$ cat config.mk
export PLATFORM = sky130hd
export DESIGN_NAME = sid_nibble_tx
export DESIGN_NICKNAME = d
export VERILOG_FILES = /design/src/rtl/sid_nibble_tx.sv
export SDC_FILE = /design/constraint.sdc
export NUM_CORES = 1
export LEC_CHECK = 0
export ABC_AREA = 1
export CORE_AREA = 4 4 162 86
export CTS_BUF_LIST = sky130_fd_sc_hd__clkbuf_16
export DETAILED_ROUTE_END_ITERATION = 10
export DIE_AREA = 0 0 166 90
export GPL_ROUTABILITY_DRIVEN = 0
export GPL_TIMING_DRIVEN = 0
export MAX_ROUTING_LAYER = met4
export PLACE_DENSITY_LB_ADDON = 0.2
export SYNTH_ARGS = -nofsm -noshare
export SYNTH_HDL_FRONTEND = slang
export SYNTH_SLANG_ARGS = --single-unit
$ cat constraint.sdc
create_clock -name clk -period 2.3 [get_ports clk]
set_clock_uncertainty 0.1 [all_clocks]
set_input_delay 0.46 -clock clk [delete_from_list [all_inputs] [get_ports clk]]
set_output_delay 0.46 -clock clk [all_outputs]
set_load 0.01 [all_outputs]
$ cat src/rtl/sid_nibble_tx.sv
// Streams a captured 32-bit SID word MSB-first as hex nibbles with ASCII encoding,
// a per-frame nibble checksum and a completed-frame counter.
module sid_nibble_tx #(
  parameter bit SUPPRESS_ZERO = 1'b0
) (
  input  logic        clk,
  input  logic        rst,
  input  logic [31:0] sid,
  input  logic        sid_valid,
  output logic        sid_ready,
  output logic [3:0]  digit,
  output logic [7:0]  digit_ascii,
  output logic        digit_valid,
  input  logic        digit_ready,
  output logic        digit_last,
  output logic [7:0]  checksum,
  output logic        busy,
  output logic [15:0] frame_count
);

  typedef enum logic {IDLE, SEND} state_t;

  state_t      state, state_next;
  logic [31:0] sreg;
  logic [3:0]  rem;
  logic [7:0]  csum;
  logic [15:0] frames;
  logic [2:0]  lz;
  logic        accept;
  logic        take;

  // Leading zero nibbles, capped so that at least one digit is always sent.
  function automatic logic [2:0] lead_zeros(input logic [31:0] w);
    logic [2:0] n;
    logic       done;
    n    = 3'd0;
    done = 1'b0;
    for (int i = 0; i < 7; i++) begin
      if (!done && (w[31-4*i -: 4] == 4'h0)) n = n + 3'd1;
      else done = 1'b1;
    end
    return n;
  endfunction

  function automatic logic [7:0] to_ascii(input logic [3:0] n);
    return (n < 4'd10) ? (8'h30 + {4'h0, n}) : (8'h37 + {4'h0, n});
  endfunction

  always_comb begin
    state_next  = state;
    sid_ready   = (state == IDLE) && !rst;
    digit_valid = (state == SEND);
    busy        = (state == SEND);
    digit       = sreg[31:28];
    digit_ascii = to_ascii(sreg[31:28]);
    digit_last  = (state == SEND) && (rem == 4'd1);
    checksum    = csum;
    frame_count = frames;
    lz          = SUPPRESS_ZERO ? lead_zeros(sid) : 3'd0;
    accept      = sid_ready && sid_valid;
    take        = digit_valid && digit_ready;
    if (accept) state_next = SEND;
    else if (take && (rem == 4'd1)) state_next = IDLE;
  end

  always_ff @(posedge clk or posedge rst) begin
    if (rst) begin
      state  <= IDLE;
      sreg   <= 32'h0;
      rem    <= 4'd0;
      csum   <= 8'h0;
      frames <= 16'h0;
    end else begin
      state <= state_next;
      if (accept) begin
        sreg <= sid << {lz, 2'b00};
        rem  <= 4'd8 - {1'b0, lz};
        csum <= 8'h0;
      end else if (take) begin
        sreg <= sreg << 4;
        rem  <= rem - 4'd1;
        csum <= csum + {4'h0, sreg[31:28]};
        if (rem == 4'd1) frames <= frames + 16'd1;
      end
    end
  end

endmodule

### Where the registers sit

Bar = 50 um. Other sequential cells in the stronger gray, the rest of the logic in the fainter gray.
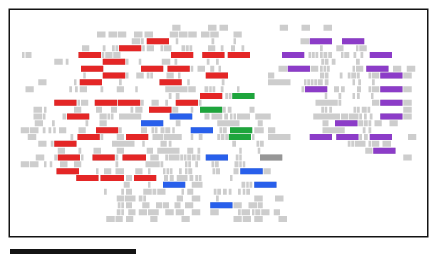
rem: drawn in green, placed flops 4, where center. frame_count: drawn in purple, placed flops 16. sreg: drawn in red, placed flops 32. checksum: drawn in blue, placed flops 8.
Another 1 sequential cells are not colored.
power drawn by the sequential cells: 1.67 mW
utilization after layout: 35.28%
sequential cell area: 1529 um2
sequential portion of the cell area: 34.82%

### Wiring by layer

Two of the layers only.
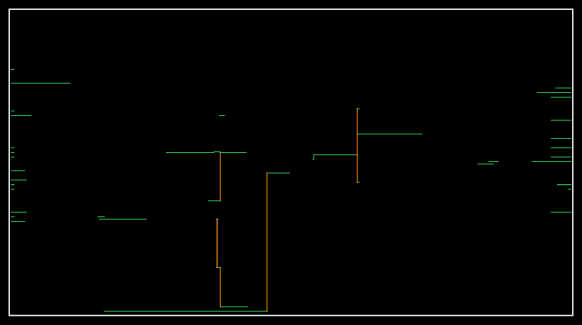
M3: drawn in green, wire length 259 um. M4: drawn in orange, wire length 103 um.

==> flow_results.xml <==
<?xml version="1.0" encoding="UTF-8"?>
<metrics>
  <group name="final_timing">
    <metric name="timing.final.hold_violations" unit="">0</metric>
    <metric name="slew_viol_final" unit="">0</metric>
    <metric name="grt_setup_unrepaired" unit="">no</metric>
    <metric name="worst_slack" unit="ns">0.08045</metric>
    <metric name="setup-tns-final" unit="ns">0</metric>
    <metric name="slew-limit-headroom" unit="%">47.24</metric>
    <metric name="finalCritPeriodShare" unit="%">96.50</metric>
  </group>
  <group name="cts">
    <metric name="cts_resized" unit="">10</metric>
    <metric name="htreeDepth" unit="">3</metric>
    <metric name="cts-root-to-sink-buffers" unit="">2</metric>
    <metric name="clock.latency.late_pin" unit="ns">0.32</metric>
    <metric name="clock_tree_from_tritoncts" unit="">yes</metric>
  </group>
  <group name="finish">
    <metric name="final.signal_buffer_count" unit="">97</metric>
    <metric name="largest_class" unit="">registers</metric>
    <metric name="clk_share" unit="%">6.697</metric>
    <metric name="comb.multi_input.count" unit="">217</metric>
    <metric name="signal_buffer_area_fraction" unit="%">20.21</metric>
    <metric name="n_all_inverters" unit="">61</metric>
    <metric name="layout_top_cell" unit="">sky130_fd_sc_hd__nand2_1</metric>
    <metric name="nClkBuffers" unit="">9</metric>
    <metric name="stdcell_area" unit="um2">4390</metric>
    <metric name="layout.sequential_cells" unit="">61</metric>
    <metric name="drive_above_1_share" unit="%">11.28</metric>
    <metric name="comb_area_share" unit="%">28.16</metric>
    <metric name="final_cells" unit="">622</metric>
    <metric name="syn_to_final_growth" unit="%">42.58</metric>
  </group>
  <group name="global_route">
    <metric name="globalRouteMet1Util" unit="%">14.07</metric>
    <metric name="grt_pass1_vias" unit="">2547</metric>
    <metric name="grt_antenna_before_repair" unit="">0</metric>
    <metric name="global_route.peak_usage_layer" unit="">met2</metric>
    <metric name="grtUsageTotal" unit="%">10.78</metric>
    <metric name="groute.layer.met2.usage" unit="%">16.32</metric>
  </group>
  <group name="drt">
    <metric name="vias" unit="">2602</metric>
    <metric name="detail_route.wirelength" unit="mm">7.792</metric>
    <metric name="post-route-drc-count" unit="">0</metric>
    <metric name="dr_wl_met2" unit="mm">3.453</metric>
    <metric name="met3_wirelength" unit="um">259</metric>
    <metric name="route.layer.met1.wl" unit="mm">3.977</metric>
  </group>
  <group name="synthesis">
    <metric name="synth_simple_gate_area_share" unit="%">20.85</metric>
    <metric name="syn_nets" unit="">401</metric>
    <metric name="post_synth_mux_area_share" unit="%">0</metric>
    <metric name="synth_area_leader_cell" unit="">sky130_fd_sc_hd__dfrtp_1</metric>
    <metric name="yosys_most_used_dff" unit="">sky130_fd_sc_hd__dfrtp_1</metric>
    <metric name="async_flop_share" unit="%">100.0</metric>
    <metric name="ys_sh_xor" unit="%">3.413</metric>
    <metric name="synthTopLogicFamily" unit="">simple AND/OR/NAND/NOR gates</metric>
    <metric name="synth_seq_share" unit="%">49.57</metric>
    <metric name="post-synth-top-area-fraction" unit="%">49.57</metric>
  </group>
  <group name="setup_path">
    <metric name="critical-path-slowest-cell" unit="">sky130_fd_sc_hd__clkdlybuf4s50_1</metric>
    <metric name="arrival" unit="ns">1.66</metric>
    <metric name="crit_chain" unit="">buf_4, nor3_1, clkdlybuf4s50_1</metric>
    <metric name="reg2regPathDepth" unit="">9</metric>
    <metric name="cp_data_required_time" unit="ns">1.74</metric>
  </group>
  <group name="outcome">
    <metric name="status" unit="">completed</metric>
  </group>
  <group name="floorplanning">
    <metric name="overall_chip_area" unit="um2">14940</metric>
    <metric name="floorplan.tapcells" unit="">170</metric>
    <metric name="chipWidth" unit="um">166</metric>
    <metric name="rows" unit="">29</metric>
  </group>
  <group name="pwr">
    <metric name="total_power" unit="mW">4.865</metric>
    <metric name="share_clk_of_total_power" unit="%">27.3</metric>
    <metric name="power_density" unit="nW/um2">1108</metric>
  </group>
  <group name="place">
    <metric name="pre_cts_ws" unit="ns">0.03006</metric>
    <metric name="placedCellCount" unit="">600</metric>
    <metric name="detailedPlacementHpwl" unit="mm">5.650</metric>
  </group>
  <group name="min_path">
    <metric name="worst_hold_check_path_type" unit="">flip-flop to flip-flop</metric>
  </group>
  <group name="flow_run">
    <metric name="warnings" unit="">27</metric>
  </group>
</metrics>
[path summary, 6_finish.rpt]
path                                 startpoint               to  slack (ns)
worst min register to register  frame_count[14]  frame_count[14]        0.42
worst max-delay path                   sreg[29]   digit_ascii[3]        0.08
worst max register to register         sreg[28]      checksum[6]        0.33
worst min-delay path            frame_count[14]  frame_count[14]        0.42
min in group asynchronous                   rst      checksum[5]        0.57
max in group asynchronous                   rst         sreg[30]        0.97
[state kept, by name, summed over array words and instances (netlist names)]
name / flops
busy: 1
checksum: 8
sreg: 32
rem: 4
frame_count: 16
[power groups by stage]
stage	clock, mW	sequential, mW	combinational, mW
finish	1.33	1.67	1.87
global route	1.42	1.71	2.10
CTS	1.36	1.67	1.85
detailed placement	0	1.68	1.84
global placement	0	1.67	1.83
floorplan	0	1.66	1.09
Power figures rest on the tool's default switching activity, not on a simulated workload.
